## config.mk

```make
export PLATFORM = sky130hd
export DESIGN_NAME = image_frame_scheduler
export DESIGN_NICKNAME = d
export VERILOG_FILES = /design/src/rtl/image_frame_scheduler_pkg.sv /design/src/rtl/image_frame_scheduler_key_debounce.sv /design/src/rtl/image_frame_scheduler.sv
export SDC_FILE = /design/constraint.sdc
export NUM_CORES = 1
export LEC_CHECK = 0
export CAP_MARGIN = 40
export CORE_ASPECT_RATIO = 0.75
export CORE_MARGIN = 3
export CORE_UTILIZATION = 30
export CTS_BUF_LIST = sky130_fd_sc_hd__clkbuf_8
export CTS_CLUSTER_DIAMETER = 30
export DETAILED_ROUTE_END_ITERATION = 8
export PLACE_DENSITY = 0.47
export SLEW_MARGIN = 15
export SYNTH_ARGS = -nofsm -noshare
export SYNTH_HDL_FRONTEND = slang
export SYNTH_SLANG_ARGS = --single-unit
export TNS_END_PERCENT = 100
```

## constraint.sdc

```tcl
create_clock -name clk_clk -period 3.34 [get_ports clk_clk]
set_clock_uncertainty 0.2 [all_clocks]
set_input_delay 1.002 -clock clk_clk [delete_from_list [all_inputs] [get_ports clk_clk]]
set_output_delay 1.002 -clock clk_clk [all_outputs]
set_load 0.01 [all_outputs]
```

## src/rtl/image_frame_scheduler_pkg.sv

```systemverilog
// Shared types and constants for the image frame scheduler.
package image_sched_pkg;

    localparam int unsigned NUM_KEYS = 4;

    localparam int unsigned KEY_NEXT  = 0;
    localparam int unsigned KEY_PREV  = 1;
    localparam int unsigned KEY_FIRST = 2;
    localparam int unsigned KEY_SLIDE = 3;

    typedef enum logic [1:0] {
        IDLE,
        PEND,
        COMMIT
    } state_e;

    typedef enum logic [1:0] {
        NAV_NONE,
        NAV_NEXT,
        NAV_PREV,
        NAV_FIRST
    } nav_e;

endpackage

```

## src/rtl/image_frame_scheduler_key_debounce.sv

```systemverilog
// One board key: 2-FF synchronizer, stable-sample debouncer and a
// single-cycle press strobe on the debounced 1->0 (active-low) transition.
module key_debounce #(
    parameter int unsigned DEBOUNCE_CYC = 500000
) (
    input  logic clk_i,
    input  logic rst_i,
    input  logic key_i,
    output logic press_o
);

    localparam int unsigned CNT_W = $clog2(DEBOUNCE_CYC + 1);

    logic [1:0]       sync_q, sync_d;
    logic             db_q, db_d;
    logic [CNT_W-1:0] cnt_q, cnt_d;
    logic             press_q, press_d;

    always_ff @(posedge clk_i) begin
        if (rst_i) begin
            sync_q  <= 2'b11;
            db_q    <= 1'b1;
            cnt_q   <= '0;
            press_q <= 1'b0;
        end else begin
            sync_q  <= sync_d;
            db_q    <= db_d;
            cnt_q   <= cnt_d;
            press_q <= press_d;
        end
    end

    // Level follows the synchronized key only after DEBOUNCE_CYC differing samples in a row.
    always_comb begin
        sync_d = {sync_q[0], key_i};
        db_d   = db_q;
        cnt_d  = '0;
        if (sync_q[1] != db_q) begin
            if (cnt_q == CNT_W'(DEBOUNCE_CYC - 1)) begin
                db_d  = sync_q[1];
                cnt_d = '0;
            end else begin
                cnt_d = cnt_q + CNT_W'(1);
            end
        end
        press_d = db_q & ~db_d;
    end

    assign press_o = press_q;

endmodule

```

## src/rtl/image_frame_scheduler.sv

```systemverilog
// Selects the displayed image and commits its framebuffer base at vblank start.
// Optional slideshow mode is compiled in with `define IMG_SCHED_SLIDESHOW_EN.
module image_frame_scheduler
    import image_sched_pkg::*;
#(
    parameter int unsigned       NUM_IMAGES   = 4,
    parameter int unsigned       IMG_STRIDE   = 307200,
    parameter int unsigned       ADDR_W       = 32,
    parameter logic [ADDR_W-1:0] BASE_ADDR    = '0,
    parameter int unsigned       DEBOUNCE_CYC = 500000,
    parameter int unsigned       SLIDE_FRAMES = 300
) (
    input  logic                          clk_clk,
    input  logic                          reset_reset,
    input  logic [3:0]                    key_export,
    input  logic                          vga_vsync,
    output logic [ADDR_W-1:0]             img_base_addr,
    output logic [$clog2(NUM_IMAGES)-1:0] img_index,
    output logic                          swap_pulse,
    output logic                          slideshow_on,
    output logic                          pending
);

    localparam int unsigned       IDX_W     = $clog2(NUM_IMAGES);
    localparam logic [IDX_W-1:0]  LAST_IDX  = IDX_W'(NUM_IMAGES - 1);
    localparam logic [ADDR_W-1:0] STRIDE_A  = ADDR_W'(IMG_STRIDE);
    localparam logic [ADDR_W-1:0] LAST_ADDR = BASE_ADDR + ADDR_W'((NUM_IMAGES - 1) * IMG_STRIDE);

    logic [NUM_KEYS-1:0] key_press;

    for (genvar g = 0; g < NUM_KEYS; g++) begin : g_key
        key_debounce #(
            .DEBOUNCE_CYC(DEBOUNCE_CYC)
        ) u_key (
            .clk_i  (clk_clk),
            .rst_i  (reset_reset),
            .key_i  (key_export[g]),
            .press_o(key_press[g])
        );
    end

    // vsync is registered once; vblank starts on the registered falling edge.
    logic vsync_q, vsync_prev_q;
    logic vblank_c;

    always_ff @(posedge clk_clk) begin
        if (reset_reset) begin
            vsync_q      <= 1'b0;
            vsync_prev_q <= 1'b0;
        end else begin
            vsync_q      <= vga_vsync;
            vsync_prev_q <= vsync_q;
        end
    end

    assign vblank_c = vsync_prev_q & ~vsync_q;

    nav_e nav_c;
    logic manual_c;

    always_comb begin
        nav_c = NAV_NONE;
        if (key_press[KEY_FIRST]) begin
            nav_c = NAV_FIRST;
        end else if (key_press[KEY_PREV]) begin
            nav_c = NAV_PREV;
        end else if (key_press[KEY_NEXT]) begin
            nav_c = NAV_NEXT;
        end
    end

    assign manual_c = (nav_c != NAV_NONE);

    logic tick_c;

`ifdef IMG_SCHED_SLIDESHOW_EN
    localparam int unsigned SF_W = $clog2(SLIDE_FRAMES + 1);

    logic            slide_on_q, slide_on_d;
    logic [SF_W-1:0] frame_cnt_q, frame_cnt_d;

    always_ff @(posedge clk_clk) begin
        if (reset_reset) begin
            slide_on_q  <= 1'b0;
            frame_cnt_q <= '0;
        end else begin
            slide_on_q  <= slide_on_d;
            frame_cnt_q <= frame_cnt_d;
        end
    end

    // Manual navigation and toggles restart the frame count; a tick needs neither.
    always_comb begin
        slide_on_d  = slide_on_q;
        frame_cnt_d = frame_cnt_q;
        tick_c      = 1'b0;
        if (key_press[KEY_SLIDE]) begin
            slide_on_d = ~slide_on_q;
        end
        if (manual_c || key_press[KEY_SLIDE]) begin
            frame_cnt_d = '0;
        end else if (slide_on_q && vblank_c) begin
            if (frame_cnt_q == SF_W'(SLIDE_FRAMES - 1)) begin
                tick_c      = 1'b1;
                frame_cnt_d = '0;
            end else begin
                frame_cnt_d = frame_cnt_q + SF_W'(1);
            end
        end
    end

    assign slideshow_on = slide_on_q;
`else
    logic [32:0] slide_unused;

    assign slide_unused = {key_press[KEY_SLIDE], 32'(SLIDE_FRAMES)};
    assign tick_c       = 1'b0;
    assign slideshow_on = 1'b0;
`endif

    nav_e ev_c;

    assign ev_c = manual_c ? nav_c : (tick_c ? NAV_NEXT : NAV_NONE);

    state_e              state_q, state_d;
    logic [IDX_W-1:0]    tgt_idx_q, tgt_idx_d;
    logic [ADDR_W-1:0]   tgt_addr_q, tgt_addr_d;
    logic [IDX_W-1:0]    idx_q, idx_d;
    logic [ADDR_W-1:0]   addr_q, addr_d;
    logic                swap_q, swap_d;
    logic                pending_q, pending_d;

    always_ff @(posedge clk_clk) begin
        if (reset_reset) begin
            state_q    <= IDLE;
            tgt_idx_q  <= '0;
            tgt_addr_q <= BASE_ADDR;
            idx_q      <= '0;
            addr_q     <= BASE_ADDR;
            swap_q     <= 1'b0;
            pending_q  <= 1'b0;
        end else begin
            state_q    <= state_d;
            tgt_idx_q  <= tgt_idx_d;
            tgt_addr_q <= tgt_addr_d;
            idx_q      <= idx_d;
            addr_q     <= addr_d;
            swap_q     <= swap_d;
            pending_q  <= pending_d;
        end
    end

    // Target tracks events incrementally; the FSM copies it out at vblank.
    always_comb begin
        state_d    = state_q;
        tgt_idx_d  = tgt_idx_q;
        tgt_addr_d = tgt_addr_q;
        idx_d      = idx_q;
        addr_d     = addr_q;
        swap_d     = 1'b0;
        pending_d  = pending_q;

        unique case (ev_c)
            NAV_NEXT: begin
                if (tgt_idx_q == LAST_IDX) begin
                    tgt_idx_d  = '0;
                    tgt_addr_d = BASE_ADDR;
                end else begin
                    tgt_idx_d  = tgt_idx_q + IDX_W'(1);
                    tgt_addr_d = tgt_addr_q + STRIDE_A;
                end
            end
            NAV_PREV: begin
                if (tgt_idx_q == '0) begin
                    tgt_idx_d  = LAST_IDX;
                    tgt_addr_d = LAST_ADDR;
                end else begin
                    tgt_idx_d  = tgt_idx_q - IDX_W'(1);
                    tgt_addr_d = tgt_addr_q - STRIDE_A;
                end
            end
            NAV_FIRST: begin
                tgt_idx_d  = '0;
                tgt_addr_d = BASE_ADDR;
            end
            default: ;
        endcase

        case (state_q)
            IDLE: begin
                // An event coinciding with vblank start rides this vblank.
                if (ev_c != NAV_NONE) begin
                    state_d   = vblank_c ? COMMIT : PEND;
                    pending_d = ~vblank_c;
                end
            end
            PEND: begin
                if (vblank_c) begin
                    state_d = COMMIT;
                end
            end
            COMMIT: begin
                idx_d  = tgt_idx_q;
                addr_d = tgt_addr_q;
                swap_d = 1'b1;
                if (ev_c != NAV_NONE) begin
                    state_d   = PEND;
                    pending_d = 1'b1;
                end else begin
                    state_d   = IDLE;
                    pending_d = 1'b0;
                end
            end
            default: begin
                state_d   = IDLE;
                pending_d = 1'b0;
            end
        endcase
    end

    assign img_index     = idx_q;
    assign img_base_addr = addr_q;
    assign swap_pulse    = swap_q;
    assign pending       = pending_q;

endmodule

```

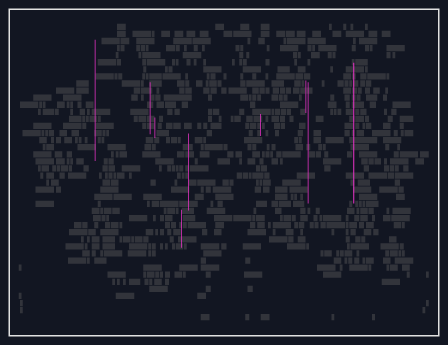
Fig. 1. The metal 4 layer (run 1).
- longest straight run: 53.7 µm
- nets with wire on the layer: 6
- share of all routed wire: 1.7%
- wire length on this layer: 237 µm

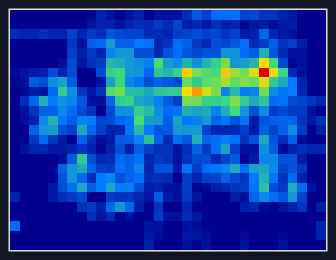
Fig. 2. Wiring heat map (run 1).
The die is cut into 33 by 25 equal tiles; dark blue is low, red is high, scaled to the fullest tile. Values are wire area over tile area, all layers added.
- tiles over half the peak: 4.0%
- emptiest ninth of the die: bottom left
- nearly empty tiles: 30%

==> impl_metrics.env, run 1 <==
# physical design summary
export IMPL_outcome="completed"
export IMPL_ir_drop_mv=0.187
export IMPL_p_leak_nw=2.14
export IMPL_final_instance_count_excl_fill=966
export IMPL_seq_share_pct=36.6
export IMPL_period_needed_ns=2.61
export IMPL_fin_util_pct=36.1
export IMPL_htree_levels=4
export IMPL_area_growth_pct=15.4
export IMPL_drive_gt1_share_pct=7.87
export IMPL_rows=42
export IMPL_start_kind="flip-flop"
export IMPL_edf_count=0
export IMPL_hp_class="reg -> reg"
export IMPL_vias=4873
export IMPL_antenna_found_initial=0
export IMPL_critical_path_arrival_ns=2.77
export IMPL_synth_area_per_cell_um2=8.16
export IMPL_fillers=1896
export IMPL_grt_pass1_vias=4496
export IMPL_n_antenna_cell=0
export IMPL_r2r_cells=8
export IMPL_final_antenna_net_count=0
export IMPL_warnings=29
export IMPL_logic_area_um2=2980
export IMPL_clk_pin_slew_ns=0.07
export IMPL_dp_hpwl_um=9730
export IMPL_cts_sinks=119
export IMPL_post_cts_repair_setup_buffers=0
export IMPL_numSynthFlops=119
export IMPL_cp_startpoint="tgt_addr_q[12]"
export IMPL_netlist_area_um2=5640
export IMPL_initialDrtViolationCount=368
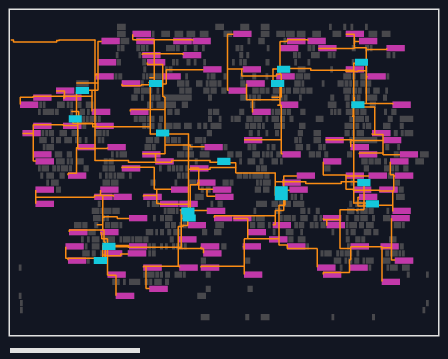
Fig. 3. Clock distribution (run 1).
Scale bar: 50 µm.
- magenta: flip-flops (count 119)
- orange: clock wires (length 1830 µm)
- cyan: cells driving clock nets (count 17)
- routed clock nets: 18
- flops lie: spread over the die
Worst-Skew Late Latency: 0.45 ns
Clock Power: 1.32 mW
Clock power frac: 47.3%

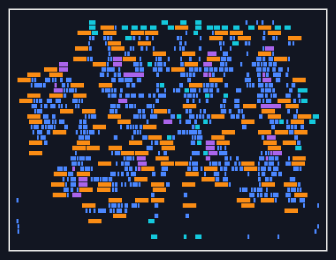
Fig. 4. Cells coloured by class (run 1).
- purple: clock drivers and dummy loads (cells 32)
- orange: flops (cells 119)
- cyan: other buffers and delay cells (cells 43)
- blue: all other logic (cells 530)

==> run 1: worst max-delay path, stage by stage, from the launching register on <==
cell      delay, ns
dfxtp_1        0.49
inv_1          0.08
ha_1           0.24
nand2b_1       0.19
a211oi_2       0.30
buf_4          0.21
nand3_1        0.15
or3_1          0.42
a211oi_1       0.23
==> run 1: per-stage QoR <==
stage	hold WS [ns]	setup slack, ns
after global routing	0.241	0.621
final	0.215	0.729
after global placement	0.208	0.742
after floorplan	0.189	0.904
after detailed placement	0.198	0.689
after CTS	0.224	0.741
==> run 1: report_power, final <==
| part | internal, mW | switching, mW | total, mW |
|---|---|---|---|
| sequential | 1.42 | 0.00650 | 1.43 |
| clock | 0.729 | 0.596 | 1.32 |
| combinational | 0.0151 | 0.0309 | 0.0459 |
==> run 1: cell usage in the layout (no fill, tap or decap), types with 4 or more instances in the layout <==
| master | count |
|---|---|
| a211oi_1 | 8 |
| a21oi_1 | 50 |
| a31oi_1 | 11 |
| and3_1 | 16 |
| and4_1 | 9 |
| buf_4 | 13 |
| clkbuf_8 | 21 |
| clkdlybuf4s50_1 | 28 |
| clkinv_2 | 4 |
| conb_1 | 13 |
| dfxtp_1 | 119 |
| ha_1 | 7 |
| inv_1 | 18 |
| nand2_1 | 84 |
| nand3_1 | 25 |
| nand4_1 | 17 |
| nor2_1 | 87 |
| nor2b_1 | 7 |
| nor3_1 | 15 |
| nor4_1 | 8 |
| nor4b_1 | 6 |
| o211ai_1 | 7 |
| o21ai_0 | 19 |
| or2_2 | 7 |
| or3_1 | 9 |
| or4_1 | 5 |
| xnor2_1 | 24 |
| xor2_1 | 33 |
==> run 1: layer usage <==
layer | global-route usage (%) | up-vias
li1 | - | 2434
met5 | 0 | -
met1 | 21.0 | 2282
met2 | 19.5 | 134
met3 | 3.82 | 23
met4 | 4.98 | 0
==> run 1: worst min-delay path by stage <==
stage,start,endpoint,slack [ns],depth (start not counted)
after floorplan,g_key[0].u_key.sync_q[0],g_key[0].u_key.sync_q[1],0.19,1
after global placement,g_key[2].u_key.sync_q[0],g_key[2].u_key.sync_q[1],0.21,1
after detailed placement,g_key[2].u_key.sync_q[0],g_key[2].u_key.sync_q[1],0.20,1
after CTS,g_key[0].u_key.sync_q[0],g_key[0].u_key.sync_q[1],0.22,1
after global routing,g_key[0].u_key.sync_q[0],g_key[0].u_key.sync_q[1],0.24,1
final,g_key[0].u_key.sync_q[0],g_key[0].u_key.sync_q[1],0.21,1
==> run 1: synthesized netlist by cell type, drive strengths merged, types with 11 or more instances <==
cell type  number  area, µm²
buf            23        153
dfxtp         119       2380
nor3           15       75.1
a31oi          11       68.8
o21ai          20        100
xor2           33        289
inv            15       56.3
nand4          17        106
nand2          84        315
nand3          25        125
and3           16        100
nor2           87        327
clkbuf         32        120
a21oi          50        250
xnor2          24        210
==> run 1: logic make-up after synthesis <==
family,share of synthesized area (%)
buffers and inverters,5.83
other,0.0664
multiplexers,0.532
XOR/XNOR,8.85
AND/OR/NAND/NOR,26.8
flip-flops,42.2
adder cells (fa/ha/maj),1.55
AND-OR/OR-AND,14.2
==> run 2, diff against run 1 <==
--- a/config.mk
+++ b/config.mk
@@ -12,7 +12,7 @@
 export CTS_BUF_LIST = sky130_fd_sc_hd__clkbuf_8
 export CTS_CLUSTER_DIAMETER = 30
 export DETAILED_ROUTE_END_ITERATION = 8
-export PLACE_DENSITY = 0.47
+export PLACE_DENSITY = 0.48
 export SLEW_MARGIN = 15
 export SYNTH_ARGS = -nofsm -noshare
 export SYNTH_HDL_FRONTEND = slang
==> constraint.sdc (replaced) <==
create_clock -name clk_clk -period 2.4 [get_ports clk_clk]
set_clock_uncertainty 0.2 [all_clocks]
set_input_delay 0.72 -clock clk_clk [delete_from_list [all_inputs] [get_ports clk_clk]]
set_output_delay 0.72 -clock clk_clk [all_outputs]
set_load 0.01 [all_outputs]
==> run 2 against run 1 <==
Against the previous run:
- combinational power rose by 54%
- final cell count rose by 2.5%
- worst hold slack better by 0.0041 ns
- critical endpoint is now img_base_addr[24]
==> impl_metrics.env, run 2 <==
# physical design summary
export IMPL_outcome="completed"
export IMPL_dp_slack_ns=0.0944
export IMPL_dp_hpwl_um=10200
export IMPL_area_growth_pct=19.0
export IMPL_netlist_area_um2=5640
export IMPL_warnings=29
export IMPL_ys_sh_adder_pct=1.55
export IMPL_numSynthFlops=119
export IMPL_start_kind="flip-flop"
export IMPL_simple_gate_area_share_pct=26.8
export IMPL_top_area_share_pct=42.2
export IMPL_cp_num_buf_inv=1
export IMPL_compound_area_share_pct=14.2
export IMPL_hp_class="reg -> reg"
export IMPL_n_antenna_cell=0
export IMPL_edf_count=0
export IMPL_post_cts_repair_setup_buffers=0
export IMPL_vias=4975
export IMPL_final_antenna_net_count=0
export IMPL_synth_area_per_cell_um2=8.16
export IMPL_setup_ws_ns=0.119
export IMPL_ir_drop_mv=0.372
export IMPL_drive_gt1_share_pct=11.9
export IMPL_clkLatencyLatePin_ns=0.45
export IMPL_logic_area_um2=3000
export IMPL_yosysMostFrequentCell="dfxtp_1"
export IMPL_antenna_found_initial=0
export IMPL_slowest_stage="clkdlybuf4s50_1"
export IMPL_yosysTopAreaCell="dfxtp_1"
export IMPL_netlist_logic_family_top="simple AND/OR/NAND/NOR gates"
export IMPL_crit_chain="clkdlybuf4s50_1"
export IMPL_fillers=1828
==> run 2: cell counts after synthesis <==
Identical to the previous run, type by type.
==> run 2: cells by family (layout without fill, tap and decap cells) <==
| group | count (synthesis) | after routing |
|---|---|---|
| xor gates and xnor gates | 57 | 57 |
| AOI/OAI and AO/OA | 127 | 127 |
| muxes | 3 | 3 |
| and+or+nand+nor | 308 | 308 |
| other | 1 | 13 |
| DFF | 119 | 119 |
| adders and majority gates | 7 | 7 |
| buffers and inverters | 70 | 114 |
==> run 2: worst paths after layout <==
path	cells after the start	slack [ns]	start	to
worst max-delay path	1	0.12	img_base_addr[24]	img_base_addr[24]
worst min-delay path	1	0.22	g_key[0].u_key.sync_q[0]	g_key[0].u_key.sync_q[1]
worst max register to register	6	0.12	tgt_addr_q[12]	tgt_addr_q[24]
worst min register to register	1	0.22	g_key[0].u_key.sync_q[0]	g_key[0].u_key.sync_q[1]
==> run 2: layout make-up <==
| type | count | area share [%] |
|---|---|---|
| inverter | 15 | 0.838 |
| tap | 242 | 4.51 |
| timing repair buffer | 67 | 8.49 |
| clock inverter | 15 | 2.51 |
| multi-input combinational | 515 | 44.7 |
| clock buffer | 17 | 3.48 |
| sequential | 119 | 35.5 |
==> run 2: per-stage QoR <==
stage          cells  instance area (µm²)  hold WS (ns)  power, mW
2_1_floorplan    704                 5690         0.189       2.10
3_3_place_gp     958                 6290         0.214       2.10
3_5_place_dp     958                 6290         0.207       2.10
4_1_cts          990                 6690         0.229       3.97
5_1_grt          990                 6720         0.244       4.07
6_report         990                 6720         0.219       3.90
==> run 2: what timing repair did <==
| action | CTS | global route |
|---|---|---|
| resized | 0 | 7 |
| setup endpoints to repair | 0 | 41 |
| hold endpoints to repair | 0 | 0 |
==> run 2: power breakdown <==
part | leakage (nW) | switching, mW | total, mW | internal, mW
clock network | 0.195 | 0.894 | 1.84 | 0.944
logic | 1.09 | 0.0474 | 0.0706 | 0.0232
registers | 0.960 | 0.00608 | 1.99 | 1.98
total | 2.25 | 0.947 | 3.90 | 2.95
==> run 2: layer usage <==
metal / vias to the layer above / GRT usage [%] / wire [µm]
li1: 2492 / - / -
met1: 2394 / 21.8 / 7570
met2: 80 / 20.4 / 6100
met3: 9 / 3.42 / 666
met4: 0 / 5.57 / 170
met5: - / 0 / 0
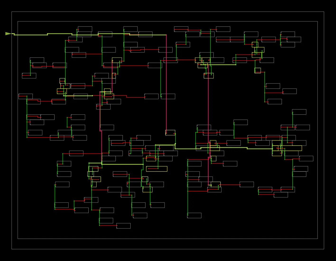
Fig. 5. Clock wiring as the flow saved it (run 2).
Clock Power: 1.84 mW
sequential cells: 119

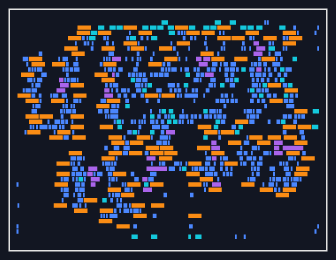
Fig. 6. Cells coloured by class (run 2).
- purple: clock drivers and dummy loads (cells 32)
- orange: flops (cells 119)
- cyan: other buffers and delay cells (cells 67)
- blue: all other logic (cells 530)
final design area excluding fillers: 6720 µm²
Seq/total area: 35.5%
site row count: 42
Core Util, Final: 37.3%
Core Box Area: 18000 µm²

No activity file was given, so power comes from the tool's default toggle rates.
